--- src/rtl/muldiv_if.sv ---
// Request/result bundle between the execute-stage control and the multiply/divide unit.
// Exposes the unit's FSM state for observation alongside the architectural HI/LO values.
interface muldiv_if;
  // start/funct/a/b are taken only on an edge where busy is low; a start while busy
  // is dropped, and done pulses for one cycle once HI/LO hold a new mul/div result.
  logic        start;
  logic [5:0]  funct;
  logic [31:0] a;
  logic [31:0] b;
  logic        busy;
  logic        done;
  logic [31:0] hi;
  logic [31:0] lo;
  logic [1:0]  state;

  modport master (output start, funct, a, b, input busy, done, hi, lo, state);
  modport slave  (input start, funct, a, b, output busy, done, hi, lo, state);
endinterface

--- src/rtl/muldiv.sv ---
// Iterative 32-cycle multiply/divide unit with HI/LO registers.
// One shared 64-bit accumulator: shift-add for multiply, restoring steps for divide.
module muldiv (
  input  logic     clk,
  input  logic     reset,
  muldiv_if.slave  bus
);
  localparam logic [5:0] FUNC_MTHI  = 6'h11;
  localparam logic [5:0] FUNC_MTLO  = 6'h13;
  localparam logic [5:0] FUNC_MULT  = 6'h18;
  localparam logic [5:0] FUNC_MULTU = 6'h19;
  localparam logic [5:0] FUNC_DIV   = 6'h1A;
  localparam logic [5:0] FUNC_DIVU  = 6'h1B;

  typedef enum logic [1:0] {IDLE = 2'd0, MUL = 2'd1, DIV = 2'd2, FIXUP = 2'd3} state_t;

  state_t      state_q, state_d;
  logic [63:0] acc;
  logic [31:0] addend;
  logic [4:0]  count;
  logic        sa, sb, is_div, div_zero;
  logic [31:0] hi_q, lo_q;
  logic        done_q;

  logic        mul_op, div_op, signed_op;
  logic [31:0] a_abs, b_abs;
  logic [32:0] mul_sum;
  logic [32:0] div_shift;
  logic [33:0] div_diff;
  logic [63:0] prod_fix;
  logic [31:0] quot_fix, rem_fix;

  always_comb begin
    mul_op    = (bus.funct == FUNC_MULT) || (bus.funct == FUNC_MULTU);
    div_op    = (bus.funct == FUNC_DIV)  || (bus.funct == FUNC_DIVU);
    signed_op = (bus.funct == FUNC_MULT) || (bus.funct == FUNC_DIV);
    a_abs     = (signed_op && bus.a[31]) ? 32'd0 - bus.a : bus.a;
    b_abs     = (signed_op && bus.b[31]) ? 32'd0 - bus.b : bus.b;
    // Multiply: acc[31:0] holds the multiplier shifting out LSB-first, addend is the multiplicand.
    mul_sum   = {1'b0, acc[63:32]} + (acc[0] ? {1'b0, addend} : 33'd0);
    // Divide: acc[63:32] is the remainder, acc[31:0] shifts dividend out and quotient in.
    div_shift = {acc[63:32], acc[31]};
    div_diff  = {1'b0, div_shift} - {2'b00, addend};
    prod_fix  = (sa ^ sb) ? 64'd0 - acc : acc;
    quot_fix  = (sa ^ sb) ? 32'd0 - acc[31:0] : acc[31:0];
    // A zero divisor never borrows, so the remainder ends as |a| and the fixup restores a.
    rem_fix   = sa ? 32'd0 - acc[63:32] : acc[63:32];
  end

  always_comb begin
    state_d = state_q;
    case (state_q)
      IDLE: begin
        if (bus.start && mul_op)      state_d = MUL;
        else if (bus.start && div_op) state_d = DIV;
      end
      MUL:     if (count == 5'd31) state_d = FIXUP;
      DIV:     if (count == 5'd31) state_d = FIXUP;
      FIXUP:   state_d = IDLE;
      default: state_d = IDLE;
    endcase
  end

  always_ff @(posedge clk) begin
    if (reset) state_q <= IDLE;
    else       state_q <= state_d;
  end

  always_ff @(posedge clk) begin
    if (reset) begin
      acc      <= 64'd0;
      addend   <= 32'd0;
      count    <= 5'd0;
      sa       <= 1'b0;
      sb       <= 1'b0;
      is_div   <= 1'b0;
      div_zero <= 1'b0;
      hi_q     <= 32'd0;
      lo_q     <= 32'd0;
      done_q   <= 1'b0;
    end else begin
      done_q <= 1'b0;
      case (state_q)
        IDLE: begin
          if (bus.start && (mul_op || div_op)) begin
            sa       <= signed_op & bus.a[31];
            sb       <= signed_op & bus.b[31];
            is_div   <= div_op;
            div_zero <= div_op && (bus.b == 32'd0);
            count    <= 5'd0;
            addend   <= mul_op ? a_abs : b_abs;
            acc      <= {32'd0, mul_op ? b_abs : a_abs};
          end else if (bus.start && bus.funct == FUNC_MTHI) begin
            hi_q <= bus.a;
          end else if (bus.start && bus.funct == FUNC_MTLO) begin
            lo_q <= bus.a;
          end
        end
        MUL: begin
          acc   <= {mul_sum, acc[31:1]};
          count <= count + 5'd1;
        end
        DIV: begin
          if (div_diff[33]) acc <= {div_shift[31:0], acc[30:0], 1'b0};
          else              acc <= {div_diff[31:0], acc[30:0], 1'b1};
          count <= count + 5'd1;
        end
        FIXUP: begin
          if (is_div) begin
            lo_q <= div_zero ? 32'hFFFF_FFFF : quot_fix;
            hi_q <= rem_fix;
          end else begin
            lo_q <= prod_fix[31:0];
            hi_q <= prod_fix[63:32];
          end
          done_q <= 1'b1;
        end
        default: ;
      endcase
    end
  end

  assign bus.busy  = (state_q != IDLE);
  assign bus.done  = done_q;
  assign bus.hi    = hi_q;
  assign bus.lo    = lo_q;
  assign bus.state = state_q;
endmodule
--- src/flat_wrapper.sv ---
// flat-port wrapper written by rule: the top's interface ports become plain ports
module muldiv_flat 
  (clk, reset, bus_start, bus_funct, bus_a, bus_b, bus_busy, bus_done, bus_hi, bus_lo, bus_state);
  muldiv_if bus_i ();
  input  logic clk;
  input  logic reset;
  input wire logic [$bits(bus_i.start)-1:0] bus_start;
  input wire logic [$bits(bus_i.funct)-1:0] bus_funct;
  input wire logic [$bits(bus_i.a)-1:0] bus_a;
  input wire logic [$bits(bus_i.b)-1:0] bus_b;
  output wire logic [$bits(bus_i.busy)-1:0] bus_busy;
  output wire logic [$bits(bus_i.done)-1:0] bus_done;
  output wire logic [$bits(bus_i.hi)-1:0] bus_hi;
  output wire logic [$bits(bus_i.lo)-1:0] bus_lo;
  output wire logic [$bits(bus_i.state)-1:0] bus_state;
  assign bus_i.start = bus_start;
  assign bus_i.funct = bus_funct;
  assign bus_i.a = bus_a;
  assign bus_i.b = bus_b;
  assign bus_busy = bus_i.busy;
  assign bus_done = bus_i.done;
  assign bus_hi = bus_i.hi;
  assign bus_lo = bus_i.lo;
  assign bus_state = bus_i.state;
  muldiv u_core (.clk(clk), .reset(reset), .bus(bus_i));
endmodule
--- config.mk ---
export PLATFORM = sky130hd
export DESIGN_NAME = muldiv_flat
export DESIGN_NICKNAME = d
export VERILOG_FILES = /design/src/rtl/muldiv_if.sv /design/src/rtl/muldiv.sv /design/src/flat_wrapper.sv
export SDC_FILE = /design/constraint.sdc
export NUM_CORES = 1
export LEC_CHECK = 0
export CAP_MARGIN = 0
export CORE_AREA = 3 3 172 174
export CTS_CLUSTER_SIZE = 20
export DETAILED_ROUTE_END_ITERATION = 8
export DIE_AREA = 0 0 175 177
export PLACE_DENSITY = 0.79
export SLEW_MARGIN = 25
export SYNTH_ARGS = -nofsm -noshare
export SYNTH_HDL_FRONTEND = slang
export SYNTH_SLANG_ARGS = --single-unit
--- constraint.sdc ---
create_clock -name clk -period 4.4 [get_ports clk]
set_input_delay 1.1 -clock clk [delete_from_list [all_inputs] [get_ports clk]]
set_output_delay 1.1 -clock clk [all_outputs]
set_load 0.1 [all_outputs]
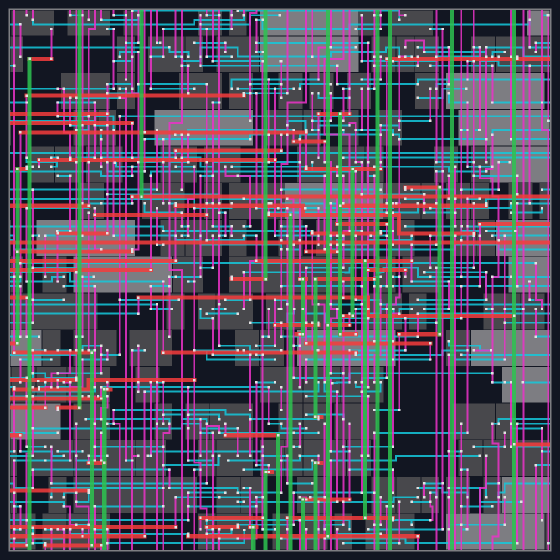
run_1/detail.png
Window x 68 to 108, y 68 to 108 um. Cells in gray, sequential cells in the stronger gray; small squares are vias.
- metal 4: green
- metal 3: red
- metal 1: cyan
- metal 2: magenta
- sequential cells in the window: 14
- cells with their middle in the window: 144
- netlist names of flops here include: u_core.acc (6), u_core.addend (6)
- most frequent: a21oi_1 (26), nand2_1 (19), nor2_1 (15)

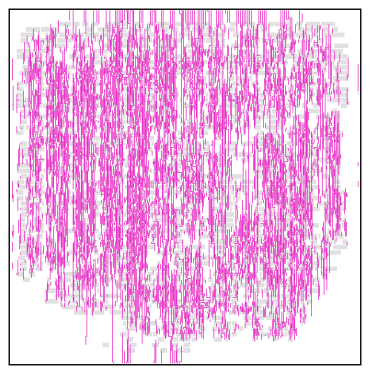
run_1/layer_met2.png
Drawn at 2 px/um. Cells faint in the background.
- longest straight run: 63.6 um
- share of all routed wire: 44%
- wire length on this layer: 24.5 mm
final wirelength: 56.3 mm
met2 usage: 0.542
Vias: 16556

==> flow_metrics.tcl, run 1 <==
# flow metrics
set metrics [dict create \
    nNonClkBuffers 210 \
    regMostFlops "u_core.acc" \
    ant_nets 0 \
    post_cts_buffers 0 \
    dominant_cells "logic gates" \
    synthMuxAreaShare 0.0252 \
    stdcell_count 2517 \
    logic_area_sq_mm 0.0106 \
    p_int_mw 3.11 \
    max_cap_viol_count 0 \
    dp_slack_ps 362 \
    critical_path_depth 12 \
    reg2reg_from "u_core.addend[0]" \
    seq_power_mw 1.78 \
    status "completed" \
    power_density_mw_per_mm2 303 \
    required_ps 4720 \
    seq_area_frac 0.199 \
    die_w_um 175 \
    final_hold_viol_count 0 \
    finClkSkew_ps 19.7 \
    nClkBuffers 19 \
    chip_area_sq_mm 0.0310 \
    fp_util 0.532 \
    drive_gt1_frac 0.0716 \
    comb_power_mw 1.85 \
    finalPower_mw 5.24 \
    fin_nets 2274 \
    adder_share 0.0650 \
    crit_start "u_core.addend[0]" \
    route.top_layer_used "met4" \
    lay_top_count "a21oi_1" \
    fill_cells 2594 \
    swShare 0.406 \
    clkSinkCount 172 \
    cts_resized 0 \
    clockPowerShare 0.307 \
    area_growth_pct 16.5 \
    ios 141 \
    wl_met3_mm 5.97 \
    cts_htree_levels 4 \
    bufAreaShareNonClock 0.114 \
    p_sw_mw 2.13 \
    maxPowerGroup "combinational cells" \
    slowest_stage "o31ai_1" \
    cts_buffers 17 \
]
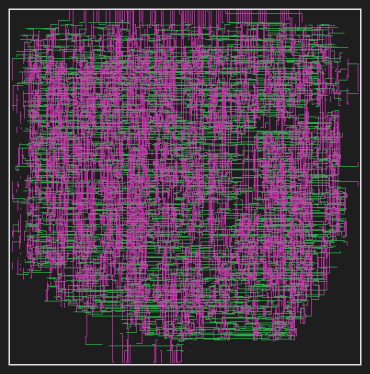
run_1/wires.png
Drawn at 2 px/um. Two of the layers only.
- metal 2: magenta (wire length 24.5 mm)
- metal 1: green (wire length 22.1 mm)
WL per Instance: 22.4 um
GRT Total Usage: 0.348

## Run 2: what changed since run 1
Settings changed: CTS_CLUSTER_DIAMETER set to 150.
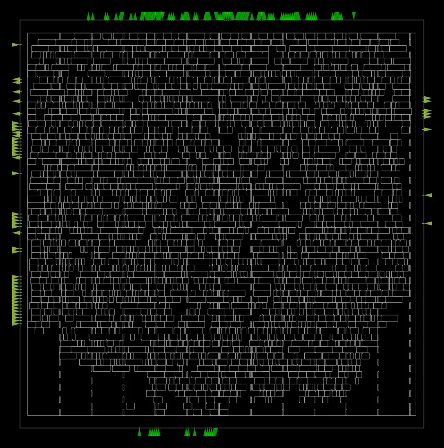
run_2/placement.png
fill count: 2594
Finished Layout Cells: 2517
Std-Cell Rows: 61

==> run 2 against run 1 <==
  * Routed wire length is the same
  * Flip-flop count unchanged
  * Critical path depth stayed put
  * Non-clock buffer count did not move
  * Via count unchanged
  * Global-route usage unchanged
  * Final cell count did not move
==> flow_metrics.tcl, run 2 <==
# flow metrics
set metrics [dict create \
    clkSinkCount 172 \
    max_cap_viol_count 0 \
    maxPowerGroup "combinational cells" \
    cts_resized 0 \
    cts_buffers 17 \
    dominant_cells "logic gates" \
    fp_util 0.532 \
    nNonClkBuffers 210 \
    comb_power_mw 1.85 \
    seq_power_mw 1.78 \
    synthMuxAreaShare 0.0252 \
    status "completed" \
    p_sw_mw 2.13 \
    use_met2 0.542 \
    slowest_stage "o31ai_1" \
    regMostFlops "u_core.acc" \
    lay_top_count "a21oi_1" \
    fin_nets 2274 \
    p_int_mw 3.11 \
    critical_path_depth 12 \
    chip_area_sq_mm 0.0310 \
    finClkSkew_ps 19.7 \
    drive_gt1_frac 0.0716 \
    ant_nets 0 \
    via_count 16556 \
    post_cts_buffers 0 \
]
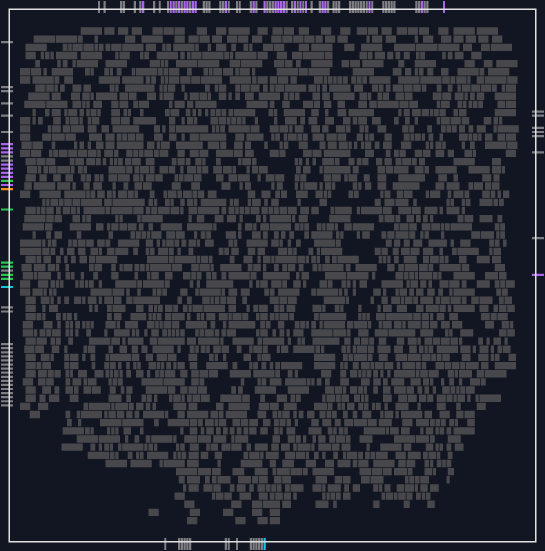
run_2/io_placement.png
Drawn at 3 px/um. Pins as bars across the die edge, other pins in gray.
- bus_state: cyan (pins 2; direction output; edge 1 left, 1 bottom)
- bus_a: purple (pins 32; direction input; edge 23 top, 8 left, 1 right)
- bus_busy: orange (pins 1; direction output; edge left)
- bus_funct: green (pins 6; direction input; edge left)
IO Port Bufs: 140
DIE WIDTH: 175 um
Die Span Y: 177 um

